Wires at chosen ports, followed through buffers:
(8 px per µm)
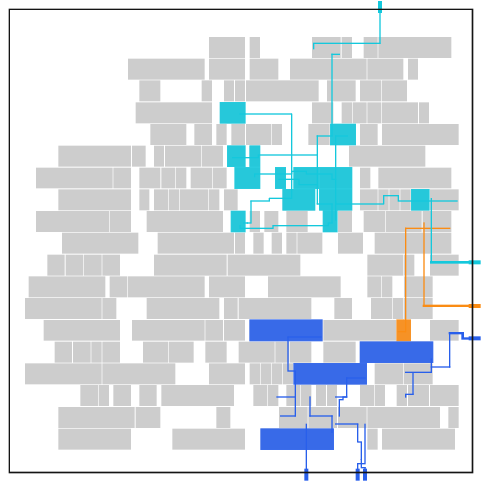
Sequential cells grouped by signal name:
(8 px per µm)
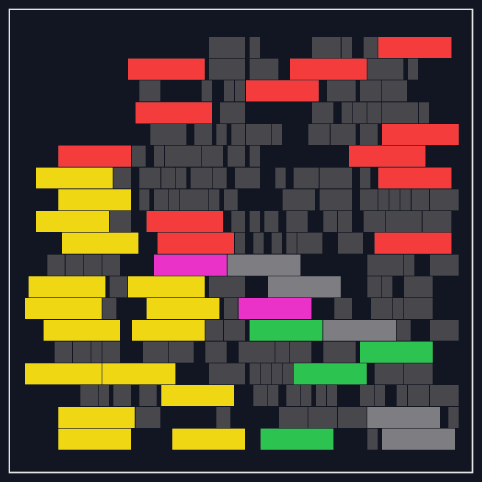
<file path="config.mk">
export PLATFORM = sky130hd
export DESIGN_NAME = move_resolver
export DESIGN_NICKNAME = d
export VERILOG_FILES = /design/src/rtl/pbs_pkg.sv /design/src/rtl/pbs_lfsr16.sv /design/src/rtl/move_resolver.sv
export SDC_FILE = /design/constraint.sdc
export NUM_CORES = 1
export LEC_CHECK = 0
export ABC_AREA = 0
export CORE_MARGIN = 1.5
export CORE_UTILIZATION = 60
export CTS_CLUSTER_SIZE = 16
export DETAILED_ROUTE_END_ITERATION = 16
export PLACE_DENSITY = 0.8
export SETUP_SLACK_MARGIN = 0.02
export SYNTH_ARGS = -nofsm -noshare
export SYNTH_HDL_FRONTEND = slang
export SYNTH_SLANG_ARGS = --single-unit
</file>
<file path="constraint.sdc">
create_clock -name clk -period 3.8 [get_ports clk]
set_input_delay 0.76 -clock clk [delete_from_list [all_inputs] [get_ports clk]]
set_output_delay 0.76 -clock clk [all_outputs]
set_load 0.02 [all_outputs]
</file>
<file path="src/rtl/pbs_pkg.sv">
`default_nettype none
// +----------------------------------------------------------------------+
// | Module : pbs_pkg                                                     |
// | Brief  : Move table, PP default, LFSR constants and FSM state type   |
// | Rev    : 1.0  initial release                                        |
// +----------------------------------------------------------------------+
package pbs_pkg;

  typedef enum logic [1:0] {
    ST_IDLE   = 2'd0,
    ST_ROLL   = 2'd1,
    ST_RESULT = 2'd2
  } state_t;

  localparam int unsigned c_pp_init_dflt = 5;
  localparam int unsigned c_tab_entries  = 4;

  localparam logic [15:0] c_lfsr_seed = 16'hACE1;
  // Right-shifting Fibonacci form of x^16+x^14+x^13+x^11+1: bits 0,2,3,5 feed bit 15
  localparam logic [15:0] c_lfsr_taps = 16'h002D;

  localparam logic [3:0][7:0] c_move_dmg = {8'd11, 8'd5, 8'd3, 8'd1};
  localparam logic [3:0][7:0] c_move_acc = {8'd3,  8'd7, 8'd8, 8'd10};

  function automatic logic [7:0] move_dmg(input int unsigned idx);
    logic [7:0] v;
    v = 8'd0;
    if (idx < c_tab_entries) v = c_move_dmg[idx[1:0]];
    return v;
  endfunction

  function automatic logic [7:0] move_acc(input int unsigned idx);
    logic [7:0] v;
    v = 8'd0;
    if (idx < c_tab_entries) v = c_move_acc[idx[1:0]];
    return v;
  endfunction

endpackage
`default_nettype wire

</file>
<file path="src/rtl/pbs_lfsr16.sv">
`default_nettype none
// +----------------------------------------------------------------------+
// | Module : pbs_lfsr16                                                  |
// | Brief  : Free-running 16-bit Fibonacci LFSR, never all-zero          |
// | Rev    : 1.0  initial release                                        |
// +----------------------------------------------------------------------+
module pbs_lfsr16
  import pbs_pkg::*;
(
  input  logic        clk,
  input  logic        rst_n,
  output logic [15:0] value
);

  logic [15:0] r_lfsr;
  logic [15:0] w_next;
  logic        w_fb;

  always_comb begin
    w_fb   = ^(r_lfsr & c_lfsr_taps);
    w_next = {w_fb, r_lfsr[15:1]};
    // Lock-up guard: the zero state can only arise from corruption, reseed
    if (w_next == 16'h0000) w_next = c_lfsr_seed;
  end

  always_ff @(posedge clk or negedge rst_n) begin
    if (!rst_n) r_lfsr <= c_lfsr_seed;
    else        r_lfsr <= w_next;
  end

  assign value = r_lfsr;

endmodule
`default_nettype wire

</file>
<file path="src/rtl/move_resolver.sv">
`default_nettype none
// +----------------------------------------------------------------------+
// | Module : move_resolver                                               |
// | Brief  : Accepts a move, rolls accuracy, tracks PP, returns result   |
// | Rev    : 1.0  initial release                                        |
// +----------------------------------------------------------------------+
module move_resolver
  import pbs_pkg::*;
#(
  parameter int unsigned NUM_MOVES = 4,
  parameter int unsigned SEL_W     = 2,
  parameter int unsigned DMG_W     = 4,
  parameter int unsigned ACC_W     = 4,
  parameter int unsigned PP_W      = 3,
  parameter int unsigned PP_INIT   = c_pp_init_dflt
) (
  input  logic             clk,
  input  logic             rst_n,
  input  logic             req_valid,
  input  logic [SEL_W-1:0] req_move,
  output logic             req_ready,
  input  logic             pp_refill,
  output logic             res_valid,
  input  logic             res_ready,
  output logic             res_hit,
  output logic [DMG_W-1:0] res_dmg,
  output logic             res_no_pp,
  output logic             res_illegal
);

  localparam logic [PP_W-1:0]  c_pp_init     = PP_W'(PP_INIT);
  localparam logic [PP_W-1:0]  c_pp_init_m1  = (PP_INIT == 0) ? '0 : PP_W'(PP_INIT - 1);
  localparam logic [SEL_W:0]   c_num_moves   = (SEL_W + 1)'(NUM_MOVES);

  state_t             r_state;
  state_t             w_state_nxt;
  logic [15:0]        w_lfsr;
  logic               w_unused_lfsr;
  logic [ACC_W-1:0]   w_roll;

  logic [SEL_W-1:0]   r_move;
  logic               r_no_pp_lat;
  logic               r_illegal_lat;

  logic               w_accept;
  logic               w_req_legal;
  logic               w_req_no_pp;
  logic [PP_W-1:0]    w_pp_req;
  logic [PP_W-1:0]    w_pp [NUM_MOVES];

  logic [DMG_W-1:0]   w_dmg_tab [NUM_MOVES];
  logic [ACC_W-1:0]   w_acc_tab [NUM_MOVES];
  logic [DMG_W-1:0]   w_sel_dmg;
  logic [ACC_W-1:0]   w_sel_acc;
  logic               w_hit_calc;

  logic               r_res_hit;
  logic [DMG_W-1:0]   r_res_dmg;
  logic               r_res_no_pp;
  logic               r_res_illegal;

  pbs_lfsr16 u_lfsr (
    .clk   (clk),
    .rst_n (rst_n),
    .value (w_lfsr)
  );

  assign w_roll        = w_lfsr[ACC_W-1:0];
  assign w_unused_lfsr = ^w_lfsr;

  generate
    for (genvar gi = 0; gi < NUM_MOVES; gi++) begin : g_table
      assign w_dmg_tab[gi] = DMG_W'(move_dmg(gi));
      assign w_acc_tab[gi] = ACC_W'(move_acc(gi));
    end
  endgenerate

  assign w_accept    = (r_state == ST_IDLE) && req_valid;
  assign w_req_legal = ({1'b0, req_move} < c_num_moves);

  always_comb begin
    w_pp_req = '0;
    for (int i = 0; i < NUM_MOVES; i++) begin
      if (req_move == SEL_W'(i)) w_pp_req = w_pp[i];
    end
  end

  // A coincident refill means the counter is effectively full at acceptance
  assign w_req_no_pp = w_req_legal && !pp_refill && (w_pp_req == '0);

  generate
    for (genvar gp = 0; gp < NUM_MOVES; gp++) begin : g_pp
      logic            r_cnt;
      logic [PP_W-1:0] r_pp;
      logic            w_take;

      assign w_take = w_accept && w_req_legal && (req_move == SEL_W'(gp));

      always_ff @(posedge clk or negedge rst_n) begin
        if (!rst_n) begin
          r_pp <= c_pp_init;
        end else if (pp_refill) begin
          r_pp <= w_take ? c_pp_init_m1 : c_pp_init;
        end else if (w_take && (r_pp != '0)) begin
          r_pp <= r_pp - 1'b1;
        end
      end

      assign r_cnt    = 1'b0;
      assign w_pp[gp] = r_pp;
    end
  endgenerate

  always_ff @(posedge clk or negedge rst_n) begin
    if (!rst_n) begin
      r_move        <= '0;
      r_no_pp_lat   <= 1'b0;
      r_illegal_lat <= 1'b0;
    end else if (w_accept) begin
      r_move        <= req_move;
      r_no_pp_lat   <= w_req_no_pp;
      r_illegal_lat <= !w_req_legal;
    end
  end

  always_comb begin
    w_sel_dmg = '0;
    w_sel_acc = '0;
    for (int i = 0; i < NUM_MOVES; i++) begin
      if (r_move == SEL_W'(i)) begin
        w_sel_dmg = w_dmg_tab[i];
        w_sel_acc = w_acc_tab[i];
      end
    end
  end

  assign w_hit_calc = !r_illegal_lat && !r_no_pp_lat && (w_roll < w_sel_acc);

  // Result registers load on the ROLL cycle and hold through RESULT
  always_ff @(posedge clk or negedge rst_n) begin
    if (!rst_n) begin
      r_res_hit     <= 1'b0;
      r_res_dmg     <= '0;
      r_res_no_pp   <= 1'b0;
      r_res_illegal <= 1'b0;
    end else if (r_state == ST_ROLL) begin
      r_res_hit     <= w_hit_calc;
      r_res_dmg     <= w_hit_calc ? w_sel_dmg : '0;
      r_res_no_pp   <= r_no_pp_lat;
      r_res_illegal <= r_illegal_lat;
    end
  end

  always_ff @(posedge clk or negedge rst_n) begin
    if (!rst_n) r_state <= ST_IDLE;
    else        r_state <= w_state_nxt;
  end

  always_comb begin
    w_state_nxt = r_state;
    case (r_state)
      ST_IDLE:   if (req_valid) w_state_nxt = ST_ROLL;
      ST_ROLL:   w_state_nxt = ST_RESULT;
      ST_RESULT: if (res_ready) w_state_nxt = ST_IDLE;
      default:   w_state_nxt = ST_IDLE;
    endcase
  end

  assign req_ready   = (r_state == ST_IDLE);
  assign res_valid   = (r_state == ST_RESULT);
  assign res_hit     = r_res_hit;
  assign res_dmg     = r_res_dmg;
  assign res_no_pp   = r_res_no_pp;
  assign res_illegal = r_res_illegal;

endmodule
`default_nettype wire

</file>
==> impl_metrics.env <==
# physical design summary
export IMPL_status="finished with violations"
export IMPL_violations="design-rule violations"
export IMPL_drc_errors=4
export IMPL_drtIter0Drc=53
export IMPL_cts_sinks=39
export IMPL_final_layout_size_suffix_gt1_share_pct=19.4
export IMPL_layout_top_cell="dfrtp_1"
export IMPL_ys_types=38
export IMPL_synth_warnings=0
export IMPL_rsz0062_at_grt="false"
export IMPL_worst_skew_pair_late_latency_ns=0.35
export IMPL_area_leaders="dfrtp_1, dfstp_2, ha_1, inv_1, nand2_1"
export IMPL_cts_resized=0
export IMPL_cts_setup_buffers=0
export IMPL_skew_ns=0.0145
export IMPL_grt_pass1_wl_um=5150
export IMPL_r2r_end="g_pp[0].r_pp[1]"
export IMPL_syn_inst=170
export IMPL_die_x_um=57.7
export IMPL_worstReg2RegStart="g_pp[0].r_pp[0]"
export IMPL_ys_flops=39
export IMPL_fp_util_pct=64.0
export IMPL_final_antenna_net_count=0
export IMPL_power_w=0.00106
export IMPL_hold_end="u_lfsr.value[8]"
export IMPL_fmax_mhz=412
export IMPL_fin_area_mm2=0.00198
export IMPL_timing_critical_path_arrival_ns=1.66
export IMPL_top_area_cell="dfrtp_1"
export IMPL_hold_path_class="reg2reg"
export IMPL_track_usage_pct=20.9
Back to the opening pictures, 'wires at chosen ports, followed through buffers':
[blue] res_dmg | bits: 4 | direction: output | edge: 3 bottom, 1 right | end cells: 4 | buffers: 4 | wire: 75.7 µm
[orange] res_ready | bits: 1 | direction: input | edge: right | end cells: 1 | buffers: 1 | wire: 35.5 µm
[cyan] req_move | bits: 2 | direction: input | edge: 1 top, 1 right | end cells: 13 | buffers: 2 | wire: 147 µm
Port Buffers: 14
I/O pin count: 16

Back to the opening pictures, 'sequential cells grouped by signal name':
[green] res_dmg | flops: 4
[yellow] u_lfsr.value | flops: 16
[magenta] r_move | flops: 2
[red] g_pp.r_pp | flops: 12
not coloured: 5
Seq power: 0.000535 W
Final Util: 70.5%
flop share of the area: 50.4%
Flop area: 996 µm²

[power by group]
| part | internal, W | switching (W) | leakage [nW] |
|---|---|---|---|
| clock | 0.0000714 | 0.000130 | 0.0282 |
| sequential | 0.000486 | 0.0000487 | 0.449 |
| combinational | 0.000144 | 0.000175 | 0.430 |
[final cells by class]
type	instances	area (µm²)
fillers	212	828
clock inverters	2	12.5
multi-input cells	100	673
inverters	18	67.6
well taps	31	38.8
flip-flops and latches	39	996
clock buffers	6	41.3
repair buffers	15	148
[Yosys cell counts]
master / n
o31ai_1: 1
nand4bb_1: 1
or3b_1: 1
a21oi_1: 4
or2_2: 8
o32a_1: 2
o41ai_1: 1
o32ai_1: 1
nand4_1: 1
clkbuf_1: 11
dfrtp_1: 23
nor2_1: 6
or3_1: 2
nand2b_1: 3
or2b_1: 1
mux2_2: 1
conb_1: 1
or2_0: 1
inv_1: 18
o311ai_0: 1
a32oi_1: 2
buf_6: 1
dfstp_2: 16
o21a_1: 2
nand3_1: 1
o211ai_1: 2
nor3_1: 4
a211oi_1: 2
buf_4: 1
nor4_1: 4
xor2_1: 1
xnor2_1: 2
o21ai_0: 12
or3_4: 1
ha_1: 11
nor4b_1: 2
or4_4: 1
nand2_1: 17
[routing by layer]
layer  share of wire, %  routed length (µm)  up-vias  GRT usage [%]
met5                  0                   0        -              0
li1                   -                   -      588              -
met3                4.3                 131        6           7.59
met2                 48                1460       25           32.3
met1                 45                1380      588           26.2
met4                2.4                  72        0           9.63
[worst max-delay path: stages (launching register included)]
cell and delay (ns):
dfrtp_1 0.43, or2b_1 0.25, inv_1 0.05, clkdlybuf4s50_1 0.59
[cell families after synthesis]
kind of cell / synth area share (%)
AND-OR/OR-AND: 10.9
XOR/XNOR: 1.46
adder cells (fa/ha/maj): 7.66
buffers and inverters: 7.10
flip-flops: 55.4
multiplexers: 0.627
other: 0.209
AND/OR/NAND/NOR: 16.6
[metrics by stage]
stage | hold slack [ns] | cells | setup slack [ns]
3_5_place_dp | 0.378 | 203 | 1.13
5_1_grt | 0.405 | 211 | 1.26
3_3_place_gp | 0.367 | 203 | 1.18
2_1_floorplan | 0.430 | 170 | 1.73
6_report | 0.397 | 211 | 1.38
4_1_cts | 0.398 | 211 | 1.35
[worst max-delay path by stage]
stage,startpoint,end,cells after the start
after detailed placement,req_valid,g_pp[0].r_pp[1],5
after global placement,req_valid,g_pp[1].r_pp[1],5
after CTS,r_state[1],res_valid,3
final,r_state[1],res_valid,3
after floorplan,req_valid,g_pp[1].r_pp[1],5
after global routing,r_state[1],res_valid,3
[sequential cells by signal, indices dropped and copies added (netlist names)]
name,flops
r_move,2
res_dmg,4
g_pp.r_pp,12
r_state,2
u_lfsr.value,16
res_hit,1
res_no_pp,1
r_no_pp_lat,1
Power and IR drop assume default switching activity.
